Run 1, clock network drawn from the DEF:
Drawn at 6 px/um.
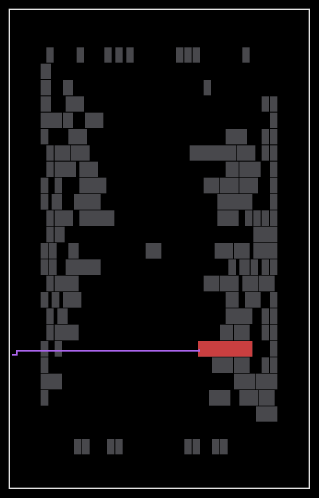
Run 1, clock wiring as the flow saved it:
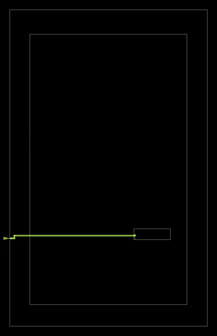
Run 1, placed cells, one color a class:
Drawn at 3 px/um.
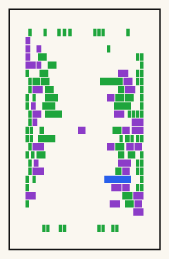
**src/rtl/hazard_ctrl.sv**
```systemverilog
// hazard_ctrl: pipeline hazard controller for a classic 5-stage core.
// Detects load-use hazards, holds the front end while a branch resolves,
// squashes IF/ID and ID/EX after a taken branch, and freezes everything
// while data memory is busy.
// Optional build macro HAZARD_PERF_CNT_EN adds saturating stall/flush
// performance counters; without it the counter ports read as zero.
module hazard_ctrl #(
  parameter int REG_ADDR_W     = 5,
  parameter int LOAD_STALL_CYC = 1,
  parameter int FLUSH_CYC      = 1
) (
  input  logic                  clk,
  input  logic                  reset_n,
  input  logic [REG_ADDR_W-1:0] rs1_ID,
  input  logic [REG_ADDR_W-1:0] rs2_ID,
  input  logic                  rs1_used_ID,
  input  logic                  rs2_used_ID,
  input  logic [REG_ADDR_W-1:0] rd_EX,
  input  logic                  WB_sel,
  input  logic                  branch_ID,
  input  logic                  br_resolve_valid,
  input  logic                  branch_taken,
  input  logic                  mem_busy,
  output logic                  stall_IFID,
  output logic                  stall_IDEX,
  output logic                  stall_EXMEM,
  output logic                  flush,
  output logic [31:0]           stall_cnt,
  output logic [31:0]           flush_cnt
);

  localparam logic [1:0] RUN      = 2'd0;
  localparam logic [1:0] LD_STALL = 2'd1;
  localparam logic [1:0] BR_WAIT  = 2'd2;
  localparam logic [1:0] FLUSH    = 2'd3;

  // The first stall/flush cycle is issued from RUN (or the resolving state),
  // so the counter only has to cover the remaining cycles.
  localparam logic [3:0] LD_RELOAD = 4'(LOAD_STALL_CYC - 1);
  localparam logic [3:0] FL_RELOAD = 4'(FLUSH_CYC - 1);
  localparam logic       LD_MULTI  = (LOAD_STALL_CYC > 1);
  localparam logic       FL_MULTI  = (FLUSH_CYC > 1);

  logic [1:0] state_q, state_d;
  logic [3:0] cnt_q, cnt_d;
  logic       load_use;
  logic       stall_fe;   // stall IF/ID and ID/EX
  logic       stall_mem;  // additionally stall EX/MEM
  logic       flush_raw;

  // Load-use: EX holds a load whose destination an ID source reads; x0 never hazards.
  assign load_use = WB_sel && (rd_EX != '0) &&
                    ((rs1_used_ID && (rs1_ID == rd_EX)) ||
                     (rs2_used_ID && (rs2_ID == rd_EX)));

  // Next-state and raw outputs; priority mem_busy > taken flush > state actions.
  always_comb begin
    state_d   = state_q;
    cnt_d     = cnt_q;
    stall_fe  = 1'b0;
    stall_mem = 1'b0;
    flush_raw = 1'b0;
    if (mem_busy) begin
      // Freeze: state and cnt hold, a pending taken flush waits for memory.
      stall_fe  = 1'b1;
      stall_mem = 1'b1;
    end else if (br_resolve_valid && branch_taken) begin
      flush_raw = 1'b1;
      if (FL_MULTI) begin
        state_d = FLUSH;
        cnt_d   = FL_RELOAD;
      end else begin
        state_d = RUN;
        cnt_d   = '0;
      end
    end else begin
      case (state_q)
        RUN: begin
          if (load_use) begin
            stall_fe = 1'b1;
            if (LD_MULTI) begin
              state_d = LD_STALL;
              cnt_d   = LD_RELOAD;
            end
          end else if (branch_ID) begin
            stall_fe = 1'b1;
            state_d  = BR_WAIT;
          end
        end
        LD_STALL: begin
          stall_fe = 1'b1;
          cnt_d    = cnt_q - 4'd1;
          if (cnt_q == 4'd1) state_d = RUN;
        end
        BR_WAIT: begin
          // Not-taken resolution releases the front end in the same cycle.
          if (br_resolve_valid) state_d = RUN;
          else                  stall_fe = 1'b1;
        end
        FLUSH: begin
          flush_raw = 1'b1;
          cnt_d     = cnt_q - 4'd1;
          if (cnt_q == 4'd1) state_d = RUN;
        end
        default: begin
          state_d = RUN;
          cnt_d   = '0;
        end
      endcase
    end
  end

  // State register with asynchronous clear.
  always_ff @(posedge clk or negedge reset_n) begin
    if (!reset_n) begin
      state_q <= RUN;
      cnt_q   <= '0;
    end else begin
      state_q <= state_d;
      cnt_q   <= cnt_d;
    end
  end

  // Outputs are gated by reset so they drop the instant reset asserts,
  // even if ID inputs would otherwise raise a combinational stall.
  assign stall_IFID  = reset_n & stall_fe;
  assign stall_IDEX  = reset_n & stall_fe;
  assign stall_EXMEM = reset_n & stall_mem;
  assign flush       = reset_n & flush_raw;

`ifdef HAZARD_PERF_CNT_EN
  logic [31:0] stall_cnt_q, flush_cnt_q;

  // Saturating performance counters.
  always_ff @(posedge clk or negedge reset_n) begin
    if (!reset_n) begin
      stall_cnt_q <= '0;
      flush_cnt_q <= '0;
    end else begin
      if (stall_IFID && (stall_cnt_q != 32'hFFFF_FFFF)) stall_cnt_q <= stall_cnt_q + 32'd1;
      if (flush && (flush_cnt_q != 32'hFFFF_FFFF))      flush_cnt_q <= flush_cnt_q + 32'd1;
    end
  end

  assign stall_cnt = stall_cnt_q;
  assign flush_cnt = flush_cnt_q;
`else
  assign stall_cnt = '0;
  assign flush_cnt = '0;
`endif

endmodule

```
**config.mk**
```make
export PLATFORM = sky130hd
export DESIGN_NAME = hazard_ctrl
export DESIGN_NICKNAME = d
export VERILOG_FILES = /design/src/rtl/hazard_ctrl.sv
export SDC_FILE = /design/constraint.sdc
export NUM_CORES = 1
export LEC_CHECK = 0
export CAP_MARGIN = 5
export CORE_ASPECT_RATIO = 1.75
export CORE_MARGIN = 5
export CORE_UTILIZATION = 26
export DETAILED_ROUTE_END_ITERATION = 6
export HOLD_SLACK_MARGIN = 0.02
export MAX_ROUTING_LAYER = met4
export PLACE_DENSITY = 0.88
export SLEW_MARGIN = 20
export SYNTH_ARGS = -nofsm -noshare
export SYNTH_HDL_FRONTEND = slang
export SYNTH_SLANG_ARGS = --single-unit
export TNS_END_PERCENT = 100
```
**constraint.sdc**
```tcl
create_clock -name clk -period 1.4 [get_ports clk]
set_clock_uncertainty 0.1 [all_clocks]
set_input_delay 0.14 -clock clk [delete_from_list [all_inputs] [get_ports clk]]
set_output_delay 0.14 -clock clk [all_outputs]
set_load 0.03 [all_outputs]
```
==> CHANGELOG.md, run 1 <==
### Physical design

* Topmost layer with routed signal wires: met3
* Die Area at 0.00396 sq mm
* Number of placed instances with taps included at 151
* Hold-fix buffers, CTS at 0
* Number of top-level design ports at 92
* Yosys adder share at 0%
* Total Nets Final at around 150
* Comb area leader: buffers and inverters
* Peak Freq at 621 MHz
* Tool warnings at 32
* Pre-CTS setup slack at -0.592 ns
* Minimum hold slack at between 0.001 and 0.0015 ns
* Setup repair after global routing missed its margin: true
* Largest registers in the final layout: state_q: 1 flops
* Met3 Track Usage GR at 1.87%
* Type of element capturing the critical path: output pin
* Area overhead of the layout relative to synthesis at 15.5%
* Setup Viol. Count Final at 3
* XOR/XNOR Fraction of Synth Area at 12.2%
* Post-DP HPWL at about 1400 um
* Mapped Cells at about 93
* Arrival time of data at the critical path endpoint at 1.37 ns
* Global placement routability congestion at 0.681
* Remaining global-route overflow at 0
* Fin cells at about 150
* Wire length on met2 at between 600 and 700 um
* Post-route setup slack at -0.211 ns
* Number of synthesized register bits at 1
* Initial DRT Pass Iterations at 2
* Core Box Area at roughly 0.0027 sq mm
* Number of pins with negative max-slew slack in the final report at 0
* Critical path class: primary input to output pin
* Total Routing Usage GR at between 6 and 7%
* Share of synthesized cell area in and, or, nand and nor gates at around 8%
* Global-route wire length before repair at between 1500 and 2000 um
* Number of flip-flops in the largest register at 1
* DIE WIDTH at between 40 and 50 um
* Metal1 wirelength at between 400 and 500 um
* Critical register-to-register path startpoint: state_q[1]$_DFFE_PN0P_
* Failing checks: negative setup slack
* Required time of the worst setup path at between 1 and 1.5 ns
* Die outline height at between 70 and 80 um
* Share of final-layout standard cells stronger than drive strength 1 at approximately 22%
* Library cell with the largest summed area after synthesis: sky130_fd_sc_hd__buf_4
* Largest driver fanout on the critical path at 3
* FP Core Util at approximately a quarter
* Port bufs at 27
* Busiest layer in global routing: met2
* Tally of unique sky130hd cells used after synthesis at 21
* Met3 wire length at around 340 um
* Met2 Usage GRT at about an eighth
* Power per Cell Area at 553 mW/mm^2
* Share of the clock period used by the worst path at 115%
* Number of cells in the yosys synthesis report at 93
* Ranking of synthesized cells by area: sky130_fd_sc_hd__buf_4 68%, sky130_fd_sc_hd__xor2_1 9.7%, sky130_fd_sc_hd__dfrtp_1 3.5%, sky130_fd_sc_hd__xnor2_1 2.4%, sky130_fd_sc_hd__nor4_2 1.7%
* Crit path largest cell delay at approximately 0.43 ns
* Antenna violations before repair at 0
* Post-detailed-route count of antenna-violating nets at 0
* Worst setup path startpoint: branch_taken
* Total standard cell area after synthesis at 719 sq um
* Clock edge transition at the registers on the reported setup and hold paths at 0 ns
* Syn Area/Cell at just under 8 sq um
* Number of violations reported at the end of detailed-routing iteration 0 at 1
* Post-synth area from yosys stat at a little over 700 sq um
* Total power of the final layout at 0.459 mW
* Min-delay worst type: primary input to asynchronous set/reset pin
* Ant. Diodes at 0
* Outcome: finished with violations
About 'clock network drawn from the DEF':
Key: clock wires = purple [length 31.9 um]; flip-flops = red [count 1]
Routed clock nets: 1.

About 'clock wiring as the flow saved it':
Clk power: 0 mW
clock network latency to the later pin of the worst-skew pair: 0 ns
layout sequential cell count: 1

About 'placed cells, one color a class':
Key: remaining buffers and delay cells = purple [cells 34, share of their area 35%]; remaining logic cells = green [cells 90, share of their area 61%]; registers = blue [cells 1, share of their area 3.1%]
placement row count: 25
post-layout instance area: 831 sq um

## run 1: power by group
| group | internal [mW] | switching [mW] | total, mW |
|---|---|---|---|
| logic | 0.108 | 0.312 | 0.420 |
| registers | 0.0343 | 0.00518 | 0.0394 |
| clock network | 0 | 0 | 0 |
| total | 0.142 | 0.317 | 0.459 |
## run 1: cell type report
cell class              count  area, sq um
multi-input cells          90          489
well taps                  27         33.8
flip-flops and latches      1         25.0
fillers                   289         1860
repair buffers             34          283
## run 1: worst reg2reg max path, delay by kind of cell, from the launching register on
family | cells | cell delay [ns]
flip-flops | 1 | 0.39
AND-OR/OR-AND | 1 | 0.29
buffers and inverters | 1 | 0.15
## run 1: synthesized netlist by cell type
cell / n
sky130_fd_sc_hd__o21ai_1: 1
sky130_fd_sc_hd__o21ai_0: 1
sky130_fd_sc_hd__and2_1: 1
sky130_fd_sc_hd__a32oi_1: 1
sky130_fd_sc_hd__o31ai_1: 1
sky130_fd_sc_hd__dfrtp_1: 1
sky130_fd_sc_hd__conb_1: 1
sky130_fd_sc_hd__and4b_1: 1
sky130_fd_sc_hd__or4_1: 1
sky130_fd_sc_hd__nand2_1: 1
sky130_fd_sc_hd__xor2_1: 8
sky130_fd_sc_hd__nor4_1: 1
sky130_fd_sc_hd__o21a_1: 1
sky130_fd_sc_hd__nor4_2: 1
sky130_fd_sc_hd__buf_4: 65
sky130_fd_sc_hd__nor2b_1: 1
sky130_fd_sc_hd__a21oi_1: 1
sky130_fd_sc_hd__xnor2_1: 2
sky130_fd_sc_hd__o31a_1: 1
sky130_fd_sc_hd__o22a_1: 1
sky130_fd_sc_hd__and2_0: 1
## run 1: per-stage QoR
| stage | utilization [%] | TNS (ns) |
|---|---|---|
| 6_report | 30.9 | -0.557 |
| 3_5_place_dp | 30.7 | -1.68 |
| 5_1_grt | 30.9 | -0.790 |
| 3_3_place_gp | 30.7 | -1.65 |
| 4_1_cts | 31.1 | -0.628 |
| 2_1_floorplan | - | -0.155 |
## run 1: layout by cell type, fill, tap and decap left out, types with 2 or more instances in the layout
master                             n
sky130_fd_sc_hd__xor2_1            6
sky130_fd_sc_hd__buf_4             9
sky130_fd_sc_hd__and2_1            2
sky130_fd_sc_hd__buf_2             6
sky130_fd_sc_hd__conb_1           64
sky130_fd_sc_hd__nor4_2            2
sky130_fd_sc_hd__clkdlybuf4s50_1   8
sky130_fd_sc_hd__xor2_2            2
sky130_fd_sc_hd__clkbuf_2          2
sky130_fd_sc_hd__xnor2_1           2
sky130_fd_sc_hd__buf_6             4
sky130_fd_sc_hd__dlygate4sd2_1     2
sky130_fd_sc_hd__clkdlybuf4s15_1   2
## run 1: final timing paths
check                                    endpoint  slack [ns]  cells after the start
max in group asynchronous  state_q[1]$_DFFE_PN0P_        1.11                      2
min reg2reg                state_q[1]$_DFFE_PN0P_        0.57                      2
max reg2reg                state_q[1]$_DFFE_PN0P_        0.35                      2
min in group clk           state_q[1]$_DFFE_PN0P_        0.57                      4
min                        state_q[1]$_DFFE_PN0P_       0.001                      2
max                                    stall_IFID       -0.21                      5
## run 1: repair_timing
item                                    CTS  global route
resized                                  46             6
setup buffers                             1             0
pin swaps                                15             5
endpoints found under the setup margin    3             4
==> run 1 -> run 2 <==
- CAP_MARGIN: 5 -> 15
Run 2, clock wiring as the flow saved it:
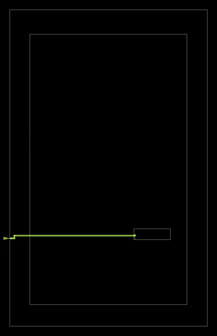

==> run 2 against run 1 <==
  * The run still ends with negative setup slack left
  * Register-to-register slack about the same
  * Wire length unchanged
  * Highest routed layer unchanged
  * Critical path type unchanged
  * First-iteration DRC count unchanged
  * Hold slack unchanged
  * Die area unchanged
  * Via count unchanged
  * Combinational power about the same
==> CHANGELOG.md, run 2 <==
### Physical design

* Outcome: finished with violations
* Power per Cell Area at about 550 mW/mm^2
* Critical register-to-register path endpoint: state_q[1]$_DFFE_PN0P_
* Pre-CTS setup slack at -0.592 ns
* Clock network latency to the later pin of the worst-skew pair at 0 ns
* Type of element capturing the critical path: output pin
* Total power of the final layout at between 0.4 and 0.5 mW
* Critical register-to-register path startpoint: state_q[1]$_DFFE_PN0P_
* Post-DP HPWL at roughly 1400 um
* Arrival time of data at the critical path endpoint at about 1.4 ns
* Die outline height at 79.6 um
* Most common cell in the synthesized netlist: sky130_fd_sc_hd__buf_4
* Ranking of synthesized cells by area: sky130_fd_sc_hd__buf_4 68%, sky130_fd_sc_hd__xor2_1 9.7%, sky130_fd_sc_hd__dfrtp_1 3.5%, sky130_fd_sc_hd__xnor2_1 2.4%, sky130_fd_sc_hd__nor4_2 1.7%
* Post-detailed-route count of antenna-violating nets at 0
* Die Area at between 0.003 and 0.004 sq mm
* Number of enable-type register cells in the synthesized netlist at 0
* Tool warnings at 32
* Clock edge transition at the registers on the reported setup and hold paths at 0 ns
* DIE WIDTH at 49.8 um
* Failing checks: negative setup slack
* Number of synthesized register bits at 1
* Number of violations reported at the end of detailed-routing iteration 0 at 1
* Min-delay worst type: primary input to asynchronous set/reset pin
* Antenna violations before repair at 0
* Peak Freq at ~620 MHz
* Setup repair after global routing missed its margin: true
* Critical path class: primary input to output pin
* Top post-synthesis cells by count: 65 x sky130_fd_sc_hd__buf_4, 8 x sky130_fd_sc_hd__xor2_1, 2 x sky130_fd_sc_hd__xnor2_1
* Largest driver fanout on the critical path at 3
* Setup Viol. Count Final at 3
* Number of cells in the yosys synthesis report at 93
* FP Core Util at between 20% and 30%
* Power share of the combinational group at 91.4%
* Post-route setup slack at -0.211 ns
* Global-route wire length before repair at between 1500 and 2000 um
* Post-synth area from yosys stat at 719 sq um
* Remaining global-route overflow at 0
* Library cell with the largest summed area after synthesis: sky130_fd_sc_hd__buf_4
* Total Routing Usage GR at 6.25%
* Final core utilization at 30.9%
* Largest registers in the final layout: state_q: 1 flops
* Dominant synthesized flop cell: sky130_fd_sc_hd__dfrtp_1
* Mapped Cells at roughly 93
* Switching power at approximately 0.32 mW
* Hold-fix buffers, CTS at 0
* Syn Area/Cell at 7.74 sq um
* Total standard cell area after synthesis at between 700 and 800 sq um
* Core Box Area at 0.00269 sq mm
* Share of async-settable or async-resettable flops after synthesis at 100%
* Total Nets Final at ~150
* Internal cell power at between 0.1 and 0.15 mW
* Required time of the worst setup path at 1.16 ns
* Number of top-level design ports at just over 90
Run 2, placed cells, one color a class:
Drawn at 3 px/um.
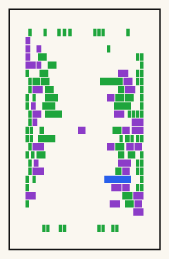
Key: registers = blue [cells 1, share of their area 3.1%]; remaining buffers and delay cells = purple [cells 34, share of their area 35%]; remaining logic cells = green [cells 90, share of their area 61%]

## run 2: worst max path at each step
stage / start / to
2_1_floorplan: rd_EX[3] / stall_IFID
4_1_cts: rs1_ID[1] / stall_IFID
5_1_grt: rs1_ID[1] / stall_IFID
3_3_place_gp: rd_EX[3] / stall_IFID
3_5_place_dp: rd_EX[3] / stall_IFID
6_report: branch_taken / stall_IFID
## run 2: worst max-delay path: stages
cell and delay, ns:
sky130_fd_sc_hd__clkdlybuf4s50_1 0.43, sky130_fd_sc_hd__o21ai_2 0.20, sky130_fd_sc_hd__nand2_1 0.13, sky130_fd_sc_hd__o31ai_4 0.30, sky130_fd_sc_hd__buf_6 0.17
## run 2: per-layer routing
| layer | vias to the layer above | part of all wire (%) | wire length (um) | GRT usage (%) |
|---|---|---|---|---|
| met5 | - | 0 | 0 | - |
| met4 | 0 | 0 | 0 | 0 |
| met3 | 0 | 23 | 338 | 1.87 |
| met2 | 75 | 46 | 671 | 11.9 |
| met1 | 216 | 31 | 455 | 6.62 |
| li1 | 234 | - | - | - |
## run 2: cell families (layout without fill, tap and decap cells)
family	Yosys count	in the layout	synth area share, %
buffers and inverters	65	34	67.8
other	1	64	0.521
xor gates and xnor gates	10	10	12.2
AOI/OAI and AO/OA	8	8	7.83
and+or+nand+nor	8	8	8.18
DFF	1	1	3.48
## run 2: layout make-up
| type | instances | area (sq um) | area share (%) |
|---|---|---|---|
| Sequential cell | 1 | 25.0 | 3.01 |
| Tap cell | 27 | 33.8 | 4.07 |
| Multi-Input combinational cell | 90 | 489 | 58.9 |
| Timing Repair Buffer | 34 | 283 | 34.0 |
## run 2: through the flow
stage               hold WS [ns]  instance area (sq um)  setup TNS [ns]
floorplan                 -0.256                    977          -0.155
global placement           0.377                    825           -1.65
detailed placement         0.386                    825           -1.68
CTS                        0.383                    836          -0.628
global route              0.0213                    831          -0.790
finish                   0.00133                    831          -0.557
## run 2: power groups by stage
stage | clock network, mW | registers, mW | logic [mW]
after floorplan | 0 | 0.0389 | 0.442
after global placement | 0 | 0.0393 | 0.412
after detailed placement | 0 | 0.0396 | 0.414
after CTS | 0 | 0.0398 | 0.417
after global routing | 0 | 0.0400 | 0.445
final | 0 | 0.0394 | 0.420
## run 2: what timing repair did
item | CTS | global route
buffers inserted | 1 | 0
gates resized | 46 | 6
gates cloned | 0 | 0
setup endpoints to repair | 3 | 4
pin swaps | 15 | 5
==> run 2 -> run 3 <==
- CELL_PAD_IN_SITES_DETAIL_PLACEMENT: default -> 0
- CELL_PAD_IN_SITES_GLOBAL_PLACEMENT: default -> 1
- CORE_UTILIZATION: 26 -> 15
- PLACE_DENSITY: 0.88 -> 0.84
Run 3, placed cells, one color a class:
Drawn at 4 px/um.
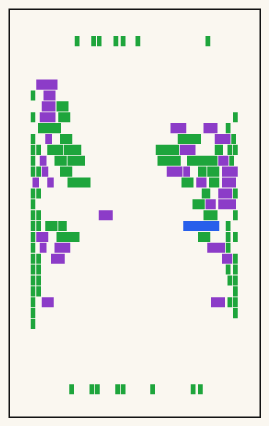
Key: remaining buffers and delay cells = purple [cells 31, share of their area 34%]; registers = blue [cells 1, share of their area 3.0%]; remaining logic cells = green [cells 90, share of their area 63%]

==> run 3 against run 2 <==
  * The run still ends with negative setup slack left
  * Critical path depth increased by 1
  * Register-to-register slack got worse by 0.03 ns
  * Global-route usage is 2.2 points lower
  * Core utilization is 12 points lower
  * Area after synthesis is the same
  * Fmax grew 4.2%
  * First-iteration DRC count rose to 17 times the previous value
  * Sequential cell count is the same
  * Die area up 60%
  * Synthesized cell count unchanged
  * Wire length up 0.55%
  * Hold slack improved by 0.029 ns
  * Critical path type unchanged
  * Largest cell class unchanged
  * Largest power group unchanged
  * Highest routed layer unchanged
==> CHANGELOG.md, run 3 <==
### Physical design

* Critical path class: primary input to output pin
* FP Core Util at about 15%
* Ranking of synthesized cells by area: sky130_fd_sc_hd__buf_4 68%, sky130_fd_sc_hd__xor2_1 9.7%, sky130_fd_sc_hd__dfrtp_1 3.5%, sky130_fd_sc_hd__xnor2_1 2.4%, sky130_fd_sc_hd__nor4_2 1.7%
* Switching power at between 0.3 and 0.4 mW
* Power per Cell Area at 518 mW/mm^2
* Die Area at roughly 0.0063 sq mm
* Outcome: finished with violations
* Syn Area/Cell at 7.74 sq um
* Share of async-settable or async-resettable flops after synthesis at 100%
* Power share of the combinational group at about nine tenths
* Number of pins with negative max-slew slack in the final report at 0
* Number of flip-flops in the largest register at 1
* Setup Viol. Count Final at 2
* Post-synth area from yosys stat at slightly above 700 sq um
* Die outline height at 102 um
* Commonest non-fill, non-tap cells in the layout: 64 x sky130_fd_sc_hd__conb_1, 7 x sky130_fd_sc_hd__buf_6, 6 x sky130_fd_sc_hd__clkdlybuf4s50_1, 5 x sky130_fd_sc_hd__xor2_1
* Antenna violations before repair at 0
* Internal cell power at approximately 0.14 mW
* Share of the clock period used by the worst path at 110%
* Dominant synthesized flop cell: sky130_fd_sc_hd__dfrtp_1
* Port bufs at 27
* Flop area at 25.0 sq um
* Post-route setup slack at -0.146 ns
* Library cell with the largest summed area after synthesis: sky130_fd_sc_hd__buf_4
* Number of violations reported at the end of detailed-routing iteration 0 at 17
* Largest driver fanout on the critical path at 3
* FF-to-FF setup slack at between 0.3 and 0.4 ns
* Failing checks: negative setup slack
* Multi-input gate area at 526 sq um
* Critical register-to-register path endpoint: state_q[1]$_DFFE_PN0P_
* Total Routing Usage GR at under 10%
* Largest registers in the final layout: state_q: 1 flops
* Min-delay worst type: primary input to asynchronous set/reset pin
* Setup repair after global routing missed its margin: true
* Number of placed instances with taps included at approximately 170
* Ant. Diodes at 0
* Total standard cell area after synthesis at approximately 720 sq um
* Number of top-level design ports at around 92
* Cell-by-cell trace of the critical path: buf_8 > xor2_2 > nor4_2 > a32oi_2 > o31ai_4 > buf_6
* Type of element capturing the critical path: output pin
* Sw Share at 68.9%
Run 3, clock network drawn from the DEF:
Drawn at 6 px/um.
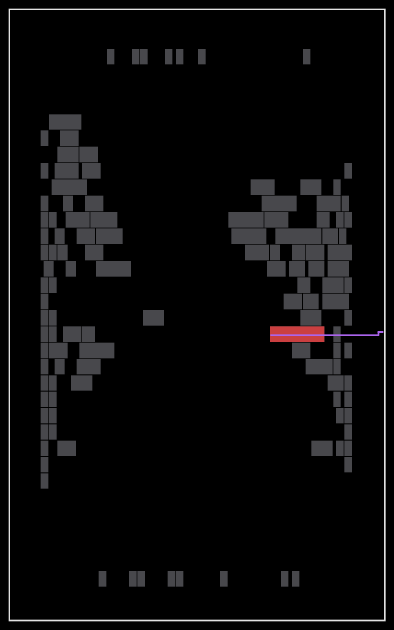
Key: flip-flops = red [count 1]; clock wires = purple [length 19.1 um]
Routed clock nets: 1.
portion of total power attributed to the clock network: 0%

==> run 3: cell counts after synthesis <==
Identical to the previous run, type by type.
==> run 3: power by group through the flow <==
| stage | clock network (mW) | registers [mW] | logic [mW] |
|---|---|---|---|
| after floorplan | 0 | 0.0389 | 0.442 |
| final | 0 | 0.0406 | 0.424 |
| after global routing | 0 | 0.0414 | 0.449 |
| after detailed placement | 0 | 0.0408 | 0.404 |
| after global placement | 0 | 0.0407 | 0.404 |
| after CTS | 0 | 0.0408 | 0.416 |
==> run 3: what timing repair did <==
item                                   4_1_cts  5_1_grt
gates resized                               59       12
endpoints found under the hold margin        0        0
setup endpoints to repair                    3        4
pin swaps                                   14       10
==> run 3: worst max-delay path by stage <==
stage / startpoint / endpoint / slack, ns / cells past startpoint
floorplan: rd_EX[3] / stall_IFID / -0.15 / 5
global placement: rd_EX[2] / stall_IDEX / -0.56 / 5
detailed placement: rd_EX[3] / stall_IFID / -0.58 / 6
CTS: rs1_ID[1] / stall_IFID / -0.24 / 6
global route: rd_EX[3] / stall_IFID / -0.19 / 6
finish: rd_EX[3] / stall_IFID / -0.15 / 6
==> run 3: stage by stage <==
stage,setup TNS [ns],setup slack [ns]
floorplan,-0.155,-0.155
global placement,-1.60,-0.557
detailed placement,-1.63,-0.578
CTS,-0.508,-0.244
global route,-0.411,-0.195
finish,-0.291,-0.146
==> run 3: area by class of cell <==
type	count	share of cell area, %
multi-input combinational	90	58.7
sequential	1	2.79
timing repair buffer	31	31.3
tap	52	7.26
==> run 3: per-layer routing <==
layer  up-vias  share of wire [%]  track usage (%)
met5         -                  0                -
li1        225                  -                -
met1       212                 38             5.54
met2        77                 39             6.39
met4         0                  0                0
met3         0                 23            0.888
==> run 3: kinds of logic after synthesis <==
kind of cell | Yosys count | synth area share (%)
flip-flops | 1 | 3.48
AND/OR/NAND/NOR | 8 | 8.18
XOR/XNOR | 10 | 12.2
AND-OR/OR-AND | 8 | 7.83
other | 1 | 0.521
buffers and inverters | 65 | 67.8

==> gallery <==
M3 wires.
Drawn at 4 px/um. Cells faint in the background.
(a)
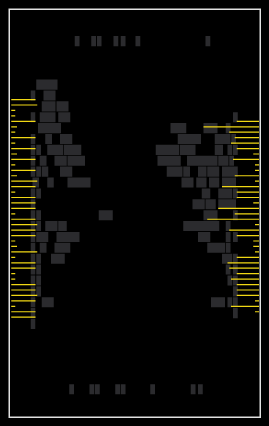
(b)
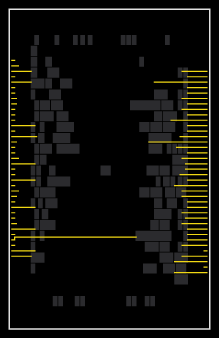
| picture | from |
|---|---|
| (a) | run 3 |
| (b) | run 2 |
The one with the largest die is (a).

Power is estimated from default activity; no workload was simulated.
